==> config.mk <==
export PLATFORM = sky130hd
export DESIGN_NAME = rf_wb_ctrl
export DESIGN_NICKNAME = d
export VERILOG_FILES = /design/src/rtl/rf_wb_ctrl.sv
export SDC_FILE = /design/constraint.sdc
export NUM_CORES = 1
export LEC_CHECK = 0
export CAP_MARGIN = 0
export CORE_AREA = 2 2 81 83
export DETAILED_ROUTE_END_ITERATION = 10
export DIE_AREA = 0 0 83 85
export GPL_TIMING_DRIVEN = 0
export PLACE_DENSITY = 0.84
export SYNTH_ARGS = -nofsm -noshare
export SYNTH_HDL_FRONTEND = slang
export SYNTH_SLANG_ARGS = --single-unit
==> constraint.sdc <==
create_clock -name clk -period 4.95 [get_ports clk]
set_input_delay 0.99 -clock clk [delete_from_list [all_inputs] [get_ports clk]]
set_output_delay 0.99 -clock clk [all_outputs]
set_load 0.005 [all_outputs]
==> src/rtl/rf_wb_ctrl.sv <==
// Writeback controller for the dual-read register file: merges ALU and load results, tracks pending loads, bypasses reads.
// Optional feature: define RF_WB_R0_ZERO_EN to make register 0 a constant zero.
module rf_wb_ctrl #(
    parameter int DW = 16,
    parameter int AW = 3
) (
    input  logic          clk,
    input  logic          rst_n,
    input  logic          alu_vld,
    output logic          alu_rdy,
    input  logic [AW-1:0] alu_reg,
    input  logic [DW-1:0] alu_data,
    input  logic          ld_vld,
    input  logic [AW-1:0] ld_reg,
    input  logic [DW-1:0] ld_data,
    input  logic          iss_vld,
    input  logic [AW-1:0] iss_reg,
    input  logic [AW-1:0] rd1sel,
    input  logic [AW-1:0] rd2sel,
    output logic          fwd1_hit,
    output logic [DW-1:0] fwd1_data,
    output logic          fwd2_hit,
    output logic [DW-1:0] fwd2_data,
    output logic          busy1,
    output logic          busy2,
    output logic          write,
    output logic [AW-1:0] writeregsel,
    output logic [DW-1:0] writedata,
    output logic          err
);
    localparam int NREG = 1 << AW;
`ifdef RF_WB_R0_ZERO_EN
    localparam logic R0Z = 1'b1;
`else
    localparam logic R0Z = 1'b0;
`endif

    logic [NREG-1:0] r_pend;
    logic            r_sb_vld;
    logic [AW-1:0]   r_sb_reg;
    logic [DW-1:0]   r_sb_data;
    logic            r_write;
    logic [AW-1:0]   r_wsel;
    logic [DW-1:0]   r_wdata;
    logic            r_err;

    logic            w_alu_acc;
    logic            w_win_vld;
    logic [AW-1:0]   w_win_reg;
    logic [DW-1:0]   w_win_data;
    logic            w_sb_load;
    logic            w_sb_clr;
    logic            w_ld_ok;
    logic            w_iss_ok;
    logic            w_err_set;
    logic [NREG-1:0] w_pend_nxt;
    logic [DW:0]     w_byp1;
    logic [DW:0]     w_byp2;

    function automatic logic [DW:0] bypass(
        input logic [AW-1:0] sel,
        input logic          sbv,
        input logic [AW-1:0] sbr,
        input logic [DW-1:0] sbd,
        input logic          wv,
        input logic [AW-1:0] wr,
        input logic [DW-1:0] wd
    );
        logic [DW:0] res;
        res = {(DW+1){1'b0}};
        if (R0Z && (sel == {AW{1'b0}})) begin
            res = {1'b1, {DW{1'b0}}};
        end else if (sbv && (sbr == sel)) begin
            res = {1'b1, sbd};
        end else if (wv && (wr == sel)) begin
            res = {1'b1, wd};
        end else begin
            res = {(DW+1){1'b0}};
        end
        return res;
    endfunction

    assign alu_rdy   = ~r_sb_vld;
    assign w_alu_acc = alu_vld & ~r_sb_vld;
    assign w_ld_ok   = ld_vld & ~(R0Z & (ld_reg == {AW{1'b0}}));
    assign w_iss_ok  = iss_vld & ~(R0Z & (iss_reg == {AW{1'b0}}));

    // Single write port: load beats the skid entry, which beats a fresh ALU result.
    always_comb begin
        w_win_vld  = 1'b0;
        w_win_reg  = {AW{1'b0}};
        w_win_data = {DW{1'b0}};
        w_sb_load  = 1'b0;
        w_sb_clr   = 1'b0;
        if (ld_vld) begin
            w_win_vld  = 1'b1;
            w_win_reg  = ld_reg;
            w_win_data = ld_data;
            w_sb_load  = w_alu_acc;
        end else if (r_sb_vld) begin
            w_win_vld  = 1'b1;
            w_win_reg  = r_sb_reg;
            w_win_data = r_sb_data;
            w_sb_clr   = 1'b1;
        end else if (w_alu_acc) begin
            w_win_vld  = 1'b1;
            w_win_reg  = alu_reg;
            w_win_data = alu_data;
        end else begin
            w_win_vld  = 1'b0;
        end
    end

    // Scoreboard update; a same-cycle issue overrides the clearing load.
    always_comb begin
        w_pend_nxt = r_pend;
        if (w_ld_ok) begin
            w_pend_nxt[ld_reg] = 1'b0;
        end else begin
            w_pend_nxt = r_pend;
        end
        if (w_iss_ok) begin
            w_pend_nxt[iss_reg] = 1'b1;
        end else begin
            w_pend_nxt[iss_reg] = w_pend_nxt[iss_reg];
        end
    end

    assign w_err_set = (w_ld_ok & ~r_pend[ld_reg])
                     | (w_iss_ok & r_pend[iss_reg] & ~(w_ld_ok & (ld_reg == iss_reg)))
                     | (w_alu_acc & r_pend[alu_reg])
                     | (w_ld_ok & w_alu_acc & (ld_reg == alu_reg));

    always_ff @(posedge clk or negedge rst_n) begin
        if (!rst_n) begin
            r_pend    <= {NREG{1'b0}};
            r_sb_vld  <= 1'b0;
            r_sb_reg  <= {AW{1'b0}};
            r_sb_data <= {DW{1'b0}};
            r_write   <= 1'b0;
            r_wsel    <= {AW{1'b0}};
            r_wdata   <= {DW{1'b0}};
            r_err     <= 1'b0;
        end else begin
            r_pend  <= w_pend_nxt;
            r_err   <= r_err | w_err_set;
            r_write <= w_win_vld & ~(R0Z & (w_win_reg == {AW{1'b0}}));
            r_wsel  <= w_win_reg;
            r_wdata <= w_win_data;
            if (w_sb_load) begin
                r_sb_vld  <= 1'b1;
                r_sb_reg  <= alu_reg;
                r_sb_data <= alu_data;
            end else if (w_sb_clr) begin
                r_sb_vld  <= 1'b0;
            end else begin
                r_sb_vld  <= r_sb_vld;
            end
        end
    end

    assign w_byp1    = bypass(rd1sel, r_sb_vld, r_sb_reg, r_sb_data, r_write, r_wsel, r_wdata);
    assign w_byp2    = bypass(rd2sel, r_sb_vld, r_sb_reg, r_sb_data, r_write, r_wsel, r_wdata);
    assign fwd1_hit  = w_byp1[DW];
    assign fwd1_data = w_byp1[DW-1:0];
    assign fwd2_hit  = w_byp2[DW];
    assign fwd2_data = w_byp2[DW-1:0];
    assign busy1     = r_pend[rd1sel] & ~(R0Z & (rd1sel == {AW{1'b0}}));
    assign busy2     = r_pend[rd2sel] & ~(R0Z & (rd2sel == {AW{1'b0}}));

    assign write       = r_write;
    assign writeregsel = r_wsel;
    assign writedata   = r_wdata;
    assign err         = r_err;
endmodule

run_1/m2.png
Bar = 20 um.
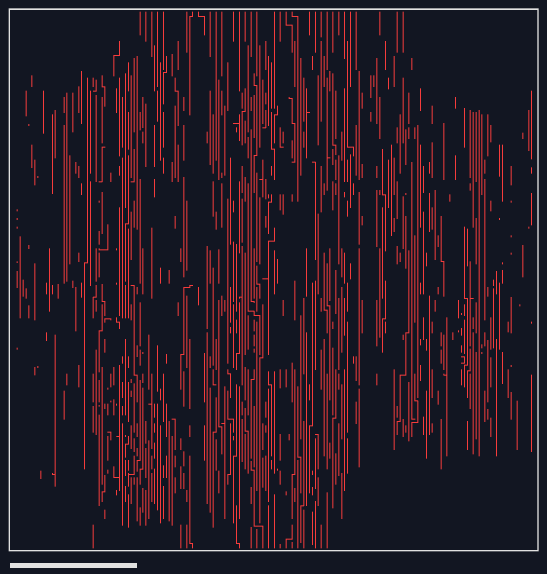
longest straight run: 54.4 um
main direction: vertical

run_1/m1.png
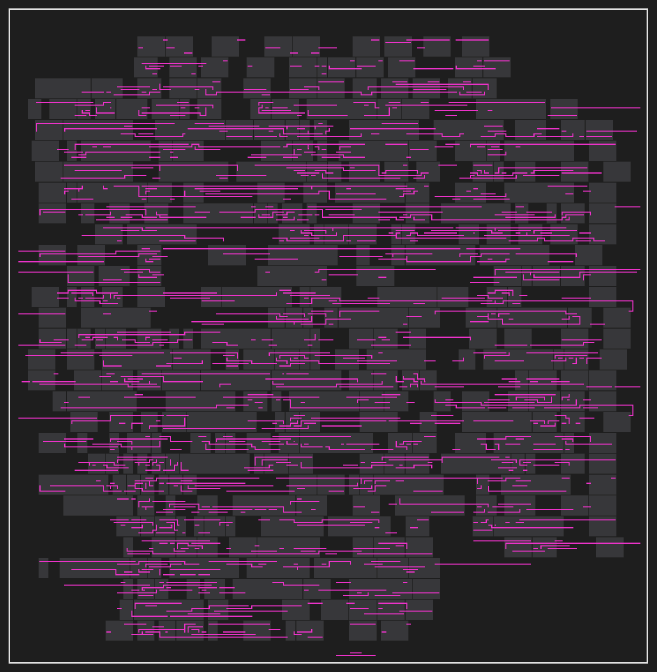
longest straight run: 40.0 um
share of all routed wire: 42%

run_1/route_heat.png
Bar = 20 um. The die is cut into 17 by 17 equal tiles; dark purple is low, yellow is high, scaled to the fullest tile. Values are wire area over tile area, all layers added.
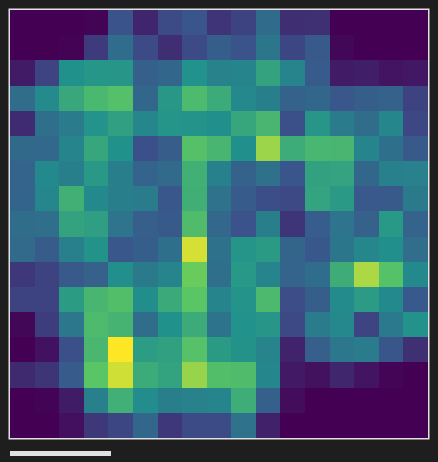
fullest tile: 0.54
mean over tiles: 0.19
nearly empty tiles: 12%
emptiest ninth of the die: south-east
tiles over half the peak: 27%

run_1/clock_nets.png
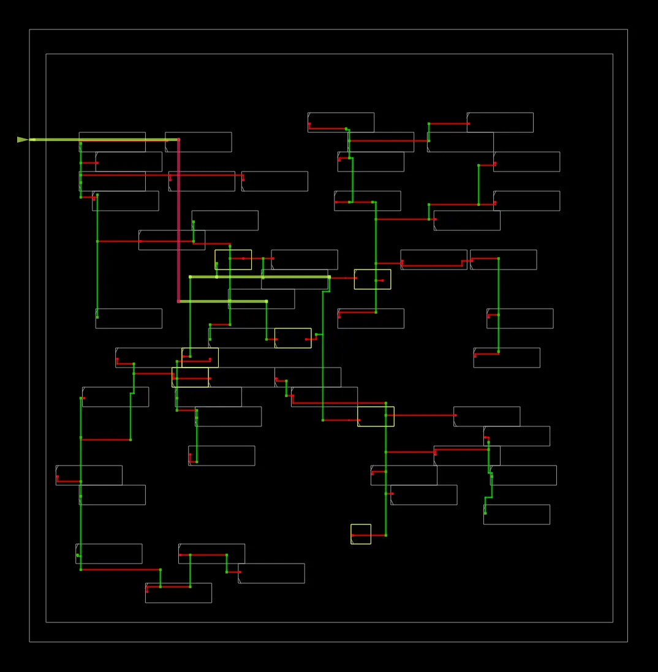
clock sinks: 49
worst skew pair latency: 290 ps
Clk power: 0.240 mW
cts bufs inserted: 5

==> impl_metrics.json, run 1 <==
{
  "crit_start": "rd2sel[0]",
  "power_density_nw_per_um2": 278,
  "whs_endpoint": "err$_DFF_PN0_",
  "fin_total_pwr_mw": 1.14,
  "max_slew_margin": 0.578,
  "slowest_delay_ps": 610,
  "worst-path-stages": 7,
  "internal_power_mw": 0.793,
  "synthCells": 265,
  "cp_common_cell": "clkdlybuf4s50_1",
  "pg_seq_mw": 0.529,
  "cp_num_buf_inv": 3,
  "reg2reg_setup_slack_ps": 3120,
  "setup-violations-final": 0,
  "yosys.area.top_type": "dfrtp_1",
  "antenna_left": 0,
  "buffers": 124,
  "ys_sh_simple": 0.0892,
  "chip_area_um2": 7060,
  "cp_slowest_cell": "clkdlybuf4s50_1",
  "final_cell_mix": "clkdlybuf4s50_1 (102), dfrtp_1 (49), a22o_1 (32)",
  "cts-hold-fix-buffers": 0,
  "met2_length_um": 4500,
  "die_width_um": 83,
  "log.warning_count": 26,
  "numSynthFlops": 49,
  "clockNetworkAreaShare": 0.0219,
  "rsz0062_at_grt": "false",
  "top_layer": "met4",
  "num_rows": 29,
  "final_util": 0.662,
  "grt_use_total": 0.240,
  "top_cells_by_area": "dfrtp_1 (43%), a22o_1 (9.7%), mux2_2 (8.6%)",
  "r2r-end": "r_sb_data[14]$_DFFE_PN0P_",
  "status": "complete, no violations",
  "tapCellCount": 77,
  "nets": 428,
  "grt_pass1_vias": 2732,
  "xor_share": 0.0548,
  "cts-root-buf": "clkbuf_8",
  "r2r_cells": 4,
  "hpwl_um": 6360,
  "critPathTopFamily": "buffers and inverters",
  "end_kind": "output port",
  "cts_setup_buffers": 0,
  "drt_iter0_drc": 162,
  "clkPwrFrac": 0.210,
  "max_freq_mhz": 225,
  "ys_area_um2": 2880,
  "common_cells": "dfrtp_1 (49), a22o_1 (32), o21ai_0 (29)",
  "drv_slew": 0,
  "wl_met3_um": 501,
  "worstPathCellList": "clkdlybuf4s50_1, xor2_1, nor4_4, nor2_2, buf_6, a22o_1, clkdlybuf4s50_1",
  "core_um2": 6200,
  "antenna_found_initial": 0,
  "syn_to_final_growth_pct": 42.8,
  "met2_usage": 0.426,
  "finalClockSkew_ps": 8.34,
  "cts_htree_levels": 2,
  "maxPowerGroup": "registers",
  "routabilityCongestion": 0.861,
  "async_reset_ff_frac": 1.00,
  "combPwrFrac": 0.326,
  "hold_path.class": "reg -> reg",
  "wirelength_um": 8670,
  "crit_path_end": "fwd2_data[11]",
  "drc": 0,
  "yosys_warnings": 0,
  "ys_seq_frac": 0.426,
  "syn-cell-area_um2": 2880,
  "comb_power_mw": 0.373,
  "top_area_frac": 0.426,
  "maxCapViolCount": 0,
  "layout.cells.non_filler": 453,
  "swShare": 0.306,
  "grt_max_degree": 27
}
--- run 2 (diff from run 1) ---
--- a/config.mk
+++ b/config.mk
@@ -9,6 +9,7 @@
 export CORE_AREA = 2 2 81 83
 export DETAILED_ROUTE_END_ITERATION = 10
 export DIE_AREA = 0 0 83 85
+export GPL_ROUTABILITY_DRIVEN = 0
 export GPL_TIMING_DRIVEN = 0
 export PLACE_DENSITY = 0.84
 export SYNTH_ARGS = -nofsm -noshare
run_2/clock_nets.png
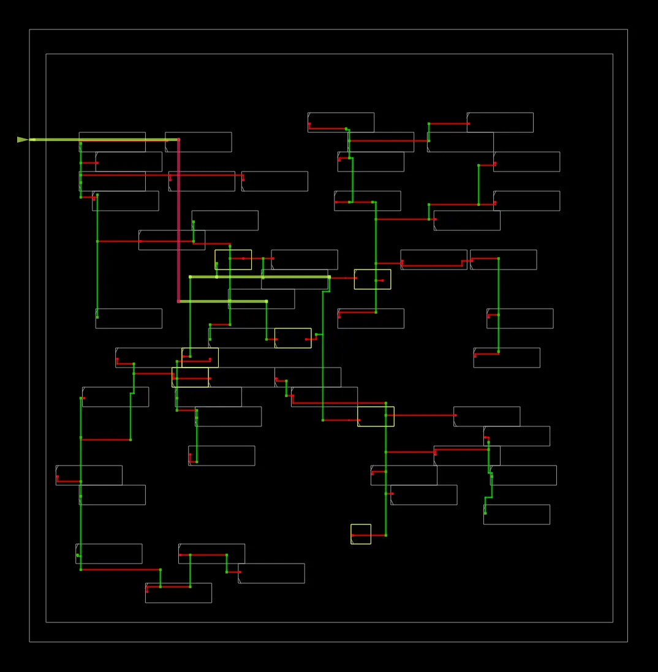
clock buf count: 6
Flop Count: 49
clock skew: 8.34 ps

run_2/m1.png
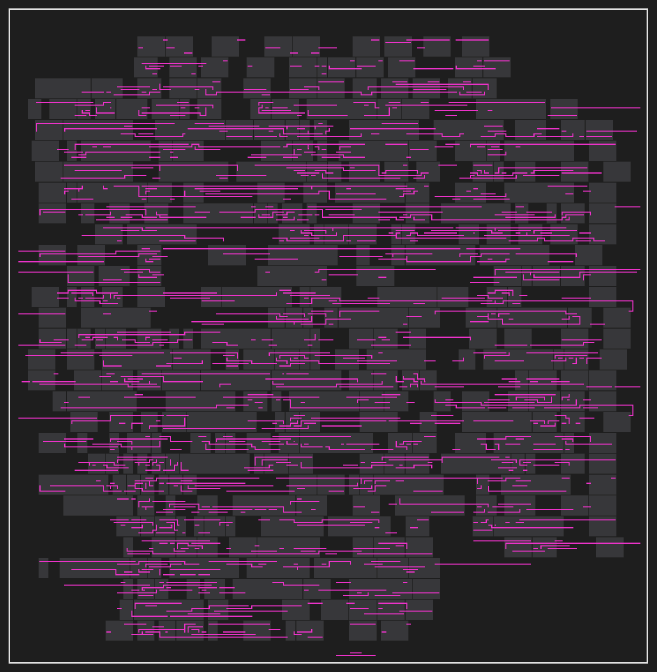
longest straight run: 40.0 um
main direction: horizontal
share of all routed wire: 42%
wire length on this layer: 3650 um
nets with wire on the layer: 375

run_2/m3.png
Bar = 20 um.
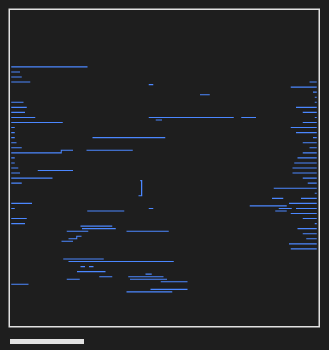
share of all routed wire: 5.8%
longest straight run: 28.1 um
nets with wire on the layer: 89
wire length on this layer: 502 um
main direction: horizontal
met3 Use GR: 0.0350
drt total wl: 8670 um

==> run 2 against run 1 <==
Compared with the run above: sequential cell count unchanged; largest cell class unchanged; die size unchanged; hold slack unchanged; maximum frequency unchanged; critical path depth unchanged.
==> impl_metrics.json, run 2 <==
{
  "die_width_um": 83,
  "cp_common_cell": "clkdlybuf4s50_1",
  "whs_endpoint": "err$_DFF_PN0_",
  "cts_buffers": 5,
  "swShare": 0.306,
  "reg2reg_setup_slack_ps": 3120,
  "power_density_nw_per_um2": 278,
  "cp_slowest_cell": "clkdlybuf4s50_1",
  "antenna_left": 0,
  "antenna_found_initial": 0,
  "layout.cells.non_filler": 453,
  "yosys_warnings": 0,
  "cts_setup_buffers": 0,
  "status": "complete, no violations",
  "crit_path_end": "fwd2_data[11]",
  "xor_share": 0.0548,
  "drv_slew": 0,
  "top_cells_by_area": "dfrtp_1 (43%), a22o_1 (9.7%), mux2_2 (8.6%)",
  "log.warning_count": 26,
  "internal_power_mw": 0.793,
  "max_slew_margin": 0.578,
  "clk_latency_ps": 290,
  "maxPowerGroup": "registers",
  "top_area_frac": 0.426,
  "rsz0062_at_grt": "false",
  "grt_use_total": 0.240,
  "crit_start": "rd2sel[0]",
  "fin_total_pwr_mw": 1.14,
  "r2r_cells": 4,
  "drc": 0,
  "yosys.area.top_type": "dfrtp_1",
  "pg_seq_mw": 0.529,
  "chip_area_um2": 7060,
  "ys_area_um2": 2880,
  "common_cells": "dfrtp_1 (49), a22o_1 (32), o21ai_0 (29)",
  "grt_max_degree": 27,
  "nets": 428,
  "cts_sinks": 49,
  "cts-root-buf": "clkbuf_8",
  "buffers": 124,
  "top_layer": "met4",
  "met2_length_um": 4500,
  "maxCapViolCount": 0,
  "num_rows": 29,
  "ys_sh_simple": 0.0892,
  "comb_power_mw": 0.373,
  "cp_num_buf_inv": 3,
  "slowest_delay_ps": 610,
  "max_freq_mhz": 225,
  "drt_iter0_drc": 162,
  "worstPathCellList": "clkdlybuf4s50_1, xor2_1, nor4_4, nor2_2, buf_6, a22o_1, clkdlybuf4s50_1",
  "syn_to_final_growth_pct": 42.8,
  "numSynthFlops": 49,
  "final_cell_mix": "clkdlybuf4s50_1 (102), dfrtp_1 (49), a22o_1 (32)",
  "tapCellCount": 77
}
Power and IR drop assume default switching activity.
